[src/rtl/fft_frame_loader.sv]
// fft_frame_loader
//
// Collects a stream of samples into a D_WIDTH-slot frame and presents the
// completed frame in parallel to an FFT core through a valid/ready handshake.
// A second frame can fill while the previous one waits to be consumed. If a
// frame completes while the output is still occupied, the loader stalls in
// HOLD until the FFT takes the pending frame.
//
// Build option:
//   FFT_LOADER_BITREV_EN  when defined, the sample accepted at count k lands
//                         in slot bitrev(k). The FFT then receives its input
//                         in bit-reversed order. When undefined, slots fill
//                         in natural order.
//
// Ports:
//   clk          rising-edge clock
//   rst          asynchronous active-high reset
//   in_sample    streaming sample (S_WIDTH bits)
//   in_valid     in_sample is valid this cycle
//   in_ready     loader accepts a sample this cycle
//   frame_out    parallel frame; slot i at [S_WIDTH*i +: S_WIDTH]
//   frame_valid  frame_out holds a complete frame
//   frame_ready  FFT consumes frame_out this cycle
//
// state | meaning
// ------+---------------------------------------------------------------
// FILL  | accepting samples into the fill buffer
// HOLD  | fill buffer complete, waiting for the output slot to be freed
module fft_frame_loader #(
    parameter int D_WIDTH     = 64,
    parameter int LOG_2_WIDTH = 6,
    parameter int S_WIDTH     = 16
) (
    input  logic                         clk,
    input  logic                         rst,
    input  logic [S_WIDTH-1:0]           in_sample,
    input  logic                         in_valid,
    output logic                         in_ready,
    output logic [S_WIDTH*D_WIDTH-1:0]   frame_out,
    output logic                         frame_valid,
    input  logic                         frame_ready
);

    localparam int FW = S_WIDTH * D_WIDTH;

    localparam logic [0:0] ST_FILL = 1'b0;
    localparam logic [0:0] ST_HOLD = 1'b1;

    localparam logic [LOG_2_WIDTH-1:0] CNT_LAST = LOG_2_WIDTH'(D_WIDTH - 1);

    logic [0:0]             state_q, state_d;
    logic [LOG_2_WIDTH-1:0] cnt_q, cnt_d;
    logic [FW-1:0]          fill_q, fill_d;
    logic [FW-1:0]          frame_q, frame_d;
    logic                   frame_valid_q, frame_valid_d;

    logic                   accept;
    logic                   complete;
    logic                   slot_free;
    logic                   consume;
    logic [LOG_2_WIDTH-1:0] slot;

    function automatic logic [LOG_2_WIDTH-1:0] slot_of(input logic [LOG_2_WIDTH-1:0] k);
        logic [LOG_2_WIDTH-1:0] r;
`ifdef FFT_LOADER_BITREV_EN
        for (int i = 0; i < LOG_2_WIDTH; i++) begin
            r[i] = k[LOG_2_WIDTH-1-i];
        end
`else
        r = k;
`endif
        return r;
    endfunction

    assign in_ready    = (state_q == ST_FILL);
    assign frame_out   = frame_q;
    assign frame_valid = frame_valid_q;

    assign accept    = in_valid && in_ready;
    assign complete  = accept && (cnt_q == CNT_LAST);
    assign consume   = frame_valid_q && frame_ready;
    assign slot_free = !frame_valid_q || frame_ready;
    assign slot      = slot_of(cnt_q);

    always_comb begin
        state_d       = state_q;
        cnt_d         = cnt_q;
        fill_d        = fill_q;
        frame_d       = frame_q;
        frame_valid_d = frame_valid_q;

        // Accepts only happen in FILL, so HOLD leaves the buffer frozen.
        for (int i = 0; i < D_WIDTH; i++) begin
            if (accept && (slot == LOG_2_WIDTH'(i))) begin
                fill_d[i*S_WIDTH +: S_WIDTH] = in_sample;
            end
        end

        if (consume) begin
            frame_valid_d = 1'b0;
        end

        if (state_q == ST_FILL) begin
            if (accept) begin
                cnt_d = complete ? '0 : cnt_q + LOG_2_WIDTH'(1);
            end
            if (complete) begin
                if (slot_free) begin
                    // fill_d already contains the last sample, so the frame
                    // leaves on this same edge with no bubble.
                    frame_d       = fill_d;
                    frame_valid_d = 1'b1;
                end else begin
                    state_d = ST_HOLD;
                end
            end
        end else begin
            if (consume) begin
                frame_d       = fill_q;
                frame_valid_d = 1'b1;
                state_d       = ST_FILL;
            end
        end
    end

    always_ff @(posedge clk or posedge rst) begin
        if (rst) begin
            state_q       <= ST_FILL;
            cnt_q         <= '0;
            fill_q        <= '0;
            frame_q       <= '0;
            frame_valid_q <= 1'b0;
        end else begin
            state_q       <= state_d;
            cnt_q         <= cnt_d;
            fill_q        <= fill_d;
            frame_q       <= frame_d;
            frame_valid_q <= frame_valid_d;
        end
    end

endmodule

[config.mk]
export PLATFORM = sky130hd
export DESIGN_NAME = fft_frame_loader
export DESIGN_NICKNAME = d
export VERILOG_FILES = /design/src/rtl/fft_frame_loader.sv
export SDC_FILE = /design/constraint.sdc
export NUM_CORES = 2
export LEC_CHECK = 0
export ABC_CLOCK_PERIOD_IN_PS = 184800
export CORE_AREA = 2 2 405 407
export CTS_CLUSTER_DIAMETER = 30
export DETAILED_ROUTE_END_ITERATION = 12
export DIE_AREA = 0 0 407 409
export DONT_BUFFER_PORTS = 1
export PLACE_DENSITY = 0.71
export SYNTH_ARGS = -nofsm -noshare
export SYNTH_HDL_FRONTEND = slang
export SYNTH_SLANG_ARGS = --single-unit
[constraint.sdc]
create_clock -name clk -period 184.8 [get_ports clk]
set_input_delay 36.96 -clock clk [delete_from_list [all_inputs] [get_ports clk]]
set_output_delay 36.96 -clock clk [all_outputs]
set_load 0.01 [all_outputs]
==> results.ini <==
[power]
power.combinational.fraction=0.081
finalPower_w=0.00137
clock_net_power_w=0.000727
vdd_ir_drop_max_uv=13.4
power.leakage_nw=47.3
power_switching_share=0.218
pg_seq_w=0.000533
clock_power_share=0.530

[floorplanning]
placement_rows=148
top_level_port_count=1046
die_height_um=409
floorplan.die_area_um2=166000
floorplan.initialDensity=0.478

[setup_path]
cp-endpoint=frame_out[133]$_DFFE_PP0P_
cp_slowest_cell=buf_4
critical_path_depth=11
reg2reg_depth=10
reg2reg_setup_slack_ns=177.72
path_delay_family=buffers and inverters
worstPathCellList=nand4b_1, buf_4, nor2_4, o21ai_4, buf_12, buf_4, buf_4, buf_4, buf_4, buf_4, mux2_2
cp-end-kind=register
worst-endpoint-arrival_ns=43.11
timing.critical_path.slowest_cell_delay_ns=0.87
timing.critical_path.required_ns=185.60
crit_buf_inv=7
crit_fanout=160
critical_path_class=primary input to register

[logic_synthesis]
mappedNetlistArea_um2=77500
post-synth-top-area-fraction=0.664
ys_area_um2=77500
netlist.top_cell.by_instances=dfrtp_1
post_synth.cell_area_avg_um2=17.1
synth-main-ff-cell=dfrtp_1
async_flop_share=1.00
synth.yosys.seq_area_share=0.664
post_synth_most_frequent_cells=dfrtp_1, mux2_2, mux2_1
ys_cells=4532
synth_cell_types=37
yosysWarningCount=0
number_of_standard_cells_after_synthesis=4532
synth.largest_area_cell=dfrtp_1

[timing]
max-slew-margin-rel=0.200
worst_clock_skew_ns=0.0491
final_hold_viol_count=0
setup_violations=0
max_frequency_ghz=0.0236
whs_ns=0.480
setup_tns_ns=0
finalWorstSetupSlack_ns=142.49
timing.final.max_slew_violations=0
rsz0062_at_grt=no

[route]
vias_per_cell=5.53
detailroute.wirelength.met2_um=101000
drt_pass1_iterations=5
wirelength_met1_um=76200
detailedRoute.firstIterationViolations=2609
post-route-drc-count=0
dr.max_layer_used=met4

[hold_path]
holdPathEnd=fill_q[541]$_DFF_PP0_
hp-class=register to register
hold-path-cell-count=1

[run_status]
run_status=finished clean

[cells_and_area]
layout_top_cell_excl_fill_tap=dfrtp_1
area.growth.synth_to_final_pct=19.7
nets=4697
drive_gt1_frac=0.527
final_cell_area_um2=92800
final_cell_mix=dfrtp_1, mux2_2, clkbuf_16, mux2_1, mux2_4
finish.utilization=0.573

[clocking]
cts_tree=yes
post_cts_setup_buffer_count=0
cts.reportedPaths.clkPinSlew_ns=0.04
clk_latency_ns=0.97
htreeDepth=5
inserted_clock_buffers=396
cts_hold_repair.buffers=0
postCtsResizedCells=0
tritoncts_num_sinks=2056
clk_root_buffer_cell=clkbuf_16

[global_route]
use_met2=0.402
total_overflow_reported_by_the_global_router=0
met1_usage=0.283
first_global_vias=42600
top_usage_layer=met2
grt_max_degree=196
grt_antenna_before_repair=13

[placed_design]
port_buffers=0
pre_cts_worst_setup_slack_ns=141.59
hpwl_after_dpl_um=122000
gp_routability_congestion=0.814

[kinds of logic after synthesis]
logic type,count (synthesis),share of synthesized area
buffers and inverters,311,0.0212
adder cells (fa/ha/maj),4,0.000646
multiplexers,2048,0.302
XOR/XNOR,4,0.000452
AND/OR/NAND/NOR,101,0.0109
flip-flops,2056,0.664
AND-OR/OR-AND,8,0.000581
[cell type report]
| cell class | instances | area [µm²] |
|---|---|---|
| clock inverter | 176 | 2500 |
| multi-input combinational | 2165 | 24400 |
| timing repair buffer | 49 | 455 |
| fill | 12000 | 69300 |
| sequential | 2056 | 51400 |
| clock buffer | 530 | 11200 |
| tap | 2175 | 2720 |
| antenna | 4 | 10.0 |
| inverter | 5 | 26.3 |
Signal metal coverage by tile:
Drawn at 1 px/µm. The die is cut into 20 by 20 equal tiles; dark blue is low, red is high, scaled to the fullest tile. Values are wire area over tile area, all layers added.
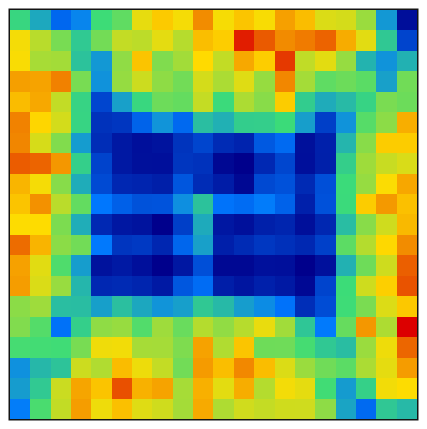
- fullest tile: 0.43
- tiles over half the peak: 55%
- nearly empty tiles: 2.2%
- emptiest ninth of the die: middle
- mean over tiles: 0.21

Wires at chosen ports, followed through buffers:
Drawn at 1 px/µm.
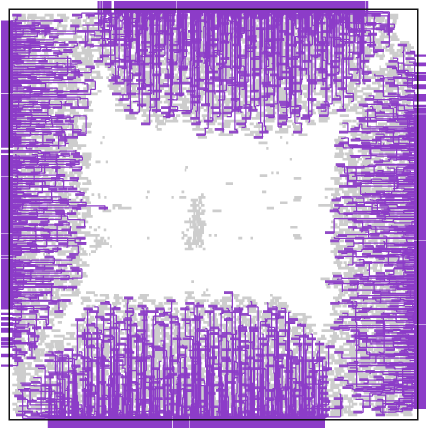
- purple: frame_out (bits 1024; direction output; edge 295 bottom, 275 top, 235 right, 219 left; end cells 1024; buffers 0; wire 58.4 mm)

Wiring by layer:
Drawn at 1 px/µm. Only two layers are drawn.
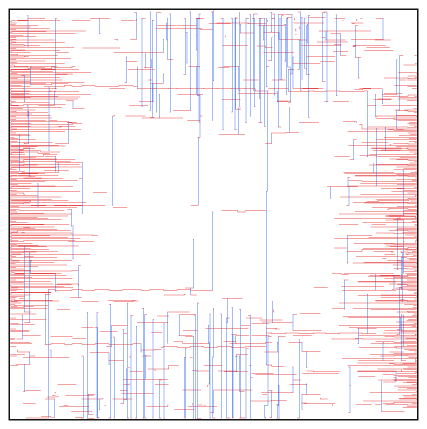
- red: metal 3 (wire length 19900 µm)
- blue: metal 4 (wire length 10100 µm)
total via count after detailed routing: 39600
total detailed-routing wirelength: 207000 µm
average wire length per cell after detail routing: 28.9 µm
total routing resource utilization after global routing: 0.248

Cell outlines without signal wires:
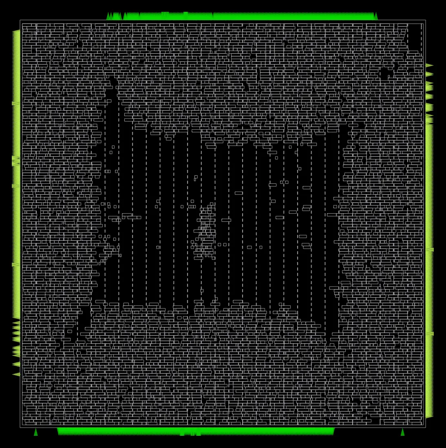
FILL cells: 12000
core footprint: 162000 µm²
# Taps: 2175
number of non-filler instances in the completed layout: 7160

